Design dm_cache_ctrl_flat, sky130hd; sources not shown.
Cell area per tile:
7 x 7 tiles, from white (low) to dark blue (high), 0 to 100% covered.
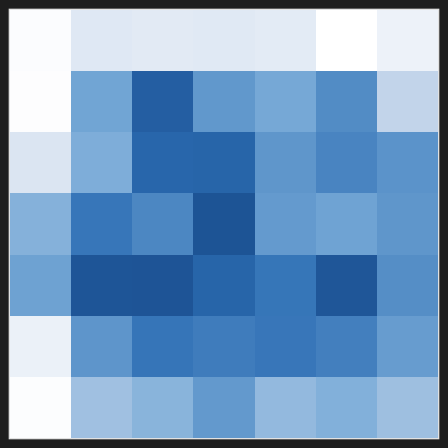
emptiest ninth of the die: top left
tiles over 75% full: 16%
mean over tiles: 50%
Core Util at FP: 41.02%
end-of-flow core utilization: 58.98%
placeable core area: 0.003971 mm^2

Port wiring:
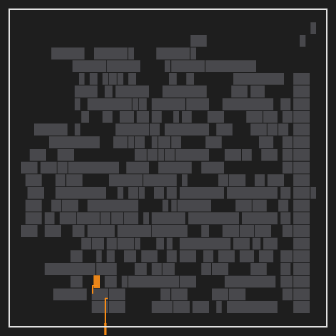
[bus_cpu_req_ready] orange | bits: 1 | direction: output | edge: bottom | end cells: 1 | buffers: 1 | wire: 8.70 um
total I/O pin count: 63
tally of buffers added on design ports: 54

M1 wires:
Supply wires on this layer in grey.
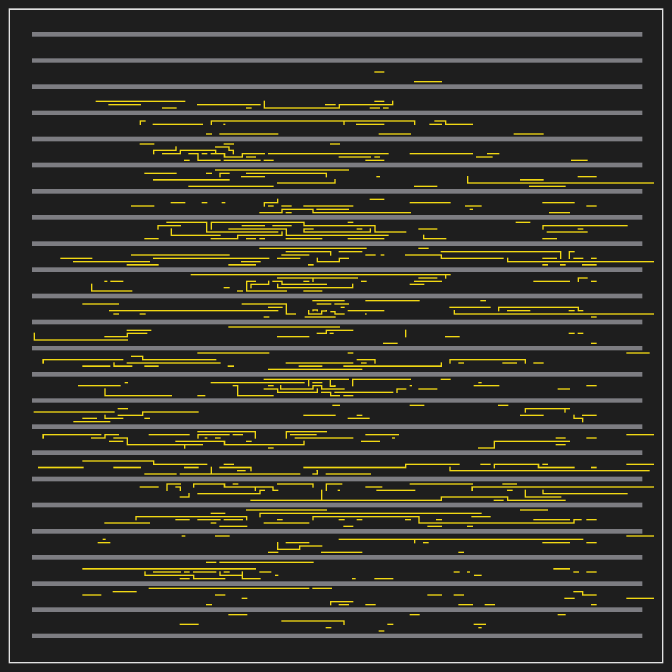
wire length on this layer: 1500 um
share of all routed wire: 45%
nets with wire on the layer: 193
main direction: horizontal
longest straight run: 26.9 um
met1 capacity usage during global routing: 20.11%
sum of routed wire length over all layers: 3331 um
routed via count: 1288

Routing congestion:
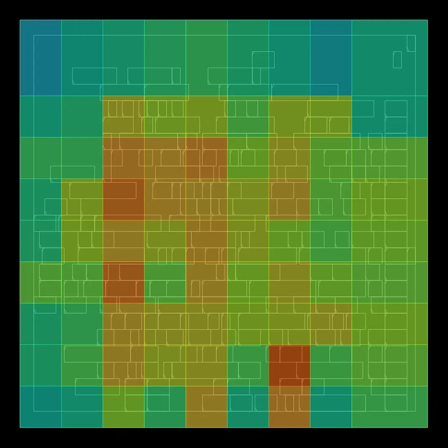
All-Layer GR Usage: 16.05%
busiest layer in global routing: met2
met2 track utilization from global routing: 26.23%
Routed wire per std cell: 12.67 um

Placement by cell class:
Bar = 20 um. Fill, decap, tap and diode cells in grey.
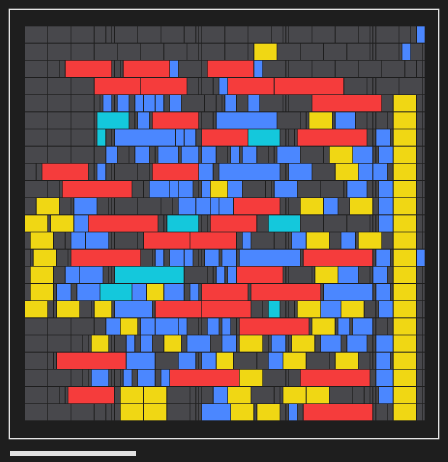
[clock drivers and dummy loads] cyan | cells: 8 | share of their area: 4.7%
[remaining buffers and delay cells] yellow | cells: 61 | share of their area: 26%
[remaining logic cells] blue | cells: 112 | share of their area: 35%
[registers] red | cells: 32 | share of their area: 34%
final std cell area, no fill: 0.002342 mm^2
register fraction of the total cell area: 32.96%

==> flow_results.org <==
* Flow results

** Status
- The flow ran to the end, and the final reports show no timing, DRC or antenna violations.

** Global routing
- Number of global-route vias before repair :: roughly 1200
- The first global-routing pass estimated 5499 um of wire.
- Entering global routing, the biggest net connects 17 pins.
- Summed over all layers, the global routing overflow is 0.
- Number of antenna violations at the first check in global routing :: 0

** STA
- Setup repair after global routing missed its margin :: no
- Worst hold slack after final layout :: 0.3666 ns
- Hold-check failures listed in the final report amount to 0.
- The final timing summary puts the cycle share of the worst path at 94.42%.
- For the final routed database, the setup TNS stands at 0 ns.
- For this run, the top clock speed supported by timing is 0.4413 GHz.
- Count of pins over their slew limit :: 0
- Subtracting the final worst setup slack from the clock period gives 2.266 ns.
- Setup-violating endpoint count in the final report :: 0

** Cells and area
- Post-layout nets :: approximately 240
- Fraction of layout cells with a size suffix above 1 :: 10.33%
- Flip-flop count of the largest register after layout :: 16
- Counting only logic cells after layout, the most numerous master is sky130_fd_sc_hd__clkdlybuf4s50_1.
- Per the cell usage report, the commonest logic cells after layout are sky130_fd_sc_hd__clkdlybuf4s50_1, sky130_fd_sc_hd__and2_1, sky130_fd_sc_hd__nor2_1, sky130_fd_sc_hd__dfxtp_1, sky130_fd_sc_hd__edfxtp_1.
- Number of non-filler instances in the completed layout :: between 200 and 300
- Compared with the post-synthesis result, the final layout area differs by 43.78%.
- Antenna diode count :: 0

** Synth
- Counting flops with an async set or reset pin after synthesis yields a share of 0%.
- Yosys warning total :: 6
- The synthesis report names the predominant flop master as sky130_fd_sc_hd__dfxtp_1.
- Count of flip-flops with a built-in enable after synthesis :: 13
- The average instance in the mapped netlist occupies 10.72 um^2.
- In this run, synthesis produced a sequential element count of 32.
- In this run the cell area of the synthesized design comes to 0.001629 mm^2.
- The number of cells reported by Yosys stat comes to roughly 150.
- For this run, the register share of the synthesized area comes to 47.31%.
- The cell count after synthesis came out at 152.
- Area of the synthesized netlist per yosys stat :: 0.001629 mm^2
- The synthesized netlist contains 28 unique library cells.

** Run
- Max-cap check violation count :: 0
- OpenROAD warning count :: 30

** Worst setup path
- Data required time of the critical path :: approximately 2.1 ns
- Critical path fanouts, max :: 11
- Depth of the worst register-to-register path :: 6
- For reference, the most critical setup path is categorized as reg2out.
- Crit path launch type :: flip-flop
- Crit end category :: primary output
- In this run the register-to-register setup slack is 0.25 ns.
- The OpenROAD report gives the critical path a data arrival time of around 1.9 ns.

** Power and ir drop
- Overall power consumption after layout is estimated at around 1.3 mW.
- The worst VDD IR drop from the latest analysis is roughly 0.36 mV.
- Power per cell area :: 548.2 mW/mm^2
- Cell leakage power :: 0.9338 nW

** Floorplanning
- The chip occupies 0.004599 mm^2.
- In this run the vertical extent of the chip is roughly 68 um.
- Die width :: 67.82 um
- Placement Rows :: 23

** Clock tree
- The H-tree was split into 2 levels.
- The post-CTS hold buffer count recorded in the log is 0.
- Largest buffer count on any clock path :: 2
- The number of clock sinks came to 32.
- Buffers inserted during clock tree synthesis total 5.
- Clock Pin Slew Worst Setup and Hold Paths :: 0.06 ns
- Clk_lat worst skew :: roughly 0.28 ns
- TritonCTS clock tree :: yes
- The root buffer cell chosen for the clock tree is sky130_fd_sc_hd__clkbuf_8.
- Post-CTS setup buffer count :: 0

** Drt
- The first detailed-routing pass took 4 iterations.
- The DRC violation total left in the routed layout is recorded as 0.
- Once detail routing completed, the nets flagged for antenna violations numbered 0.
- The first routing iteration left around 41 violations.
- Vias per inst :: 4.897

** Hold path
- Checking hold timing, the worst path is listed with class reg2reg.
- Cell depth of the worst min-delay path :: 2

** Placement
- Number of instances in the placed design :: 255
- According to the dpl log, the detail-placed design has an HPWL of 2476 um.
-- area by class of cell --
cell class	count	area (um^2)
Sequential cell	32	772.0
Multi-Input combinational cell	109	795.8
Inverter	3	11.26
Tap cell	50	62.56
Clock buffer	6	72.57
Clock inverter	2	35.03
Timing Repair Buffer	61	593.1
Fill cell	369	1629
-- cell families (layout without fill, tap and decap cells) --
| kind of cell | Yosys count | after routing | share of synthesized area, % |
|---|---|---|---|
| buffers and inverters | 14 | 72 | 4.915 |
| XOR/XNOR | 9 | 9 | 4.839 |
| multiplexers | 11 | 11 | 10.75 |
| other | 1 | 4 | 0.2302 |
| AND-OR/OR-AND | 19 | 19 | 6.759 |
| flip-flops | 32 | 32 | 47.31 |
| AND/OR/NAND/NOR | 66 | 66 | 25.19 |
-- stage by stage --
stage	setup slack (ns)	cell area, um^2
after floorplan	0.2401	1640
after global placement	0.2954	2232
after detailed placement	0.2440	2232
after CTS	0.05308	2341
after global routing	0.03813	2342
final	0.1339	2342
-- layer usage --
metal / wire length (um) / global-route usage [%] / vias up
met5: 0 / 0 / -
met4: 55 / 7.500 / 0
met3: 281 / 3.783 / 4
met2: 1494 / 26.23 / 61
met1: 1499 / 20.11 / 580
li1: - / - / 643
-- power breakdown --
group | switching, mW | total (mW) | internal (mW)
sequential | 0.0178 | 0.595 | 0.578
clock | 0.191 | 0.499 | 0.308
combinational | 0.0835 | 0.189 | 0.106
-- cells in the mapped netlist, drive strengths merged (4+ instances only) --
cell type  instances  share of area (%)
buf                8                3.5
mux2i              7                4.3
dfxtp             19                 23
and2              21                8.2
edfxtp            13                 24
xnor2              6                3.2
a31oi              8                3.1
nor2b              7                2.7
nor2              18                4.1
nor3b              7                3.5
a21oi             10                3.1
mux4               4                6.5
-- timing repair --
action | 4_1_cts | 5_1_grt
gates resized | 1 | 1
endpoints found under the hold margin | 0 | 0
setup endpoints to repair | 1 | 12
-- worst max-delay path, stage by stage (launching register included) --
cell                              delay (ns)
sky130_fd_sc_hd__dfxtp_1                0.54
sky130_fd_sc_hd__and3b_2                0.36
sky130_fd_sc_hd__and2_1                 0.16
sky130_fd_sc_hd__clkdlybuf4s50_1        0.60
Power and IR drop assume default switching activity.
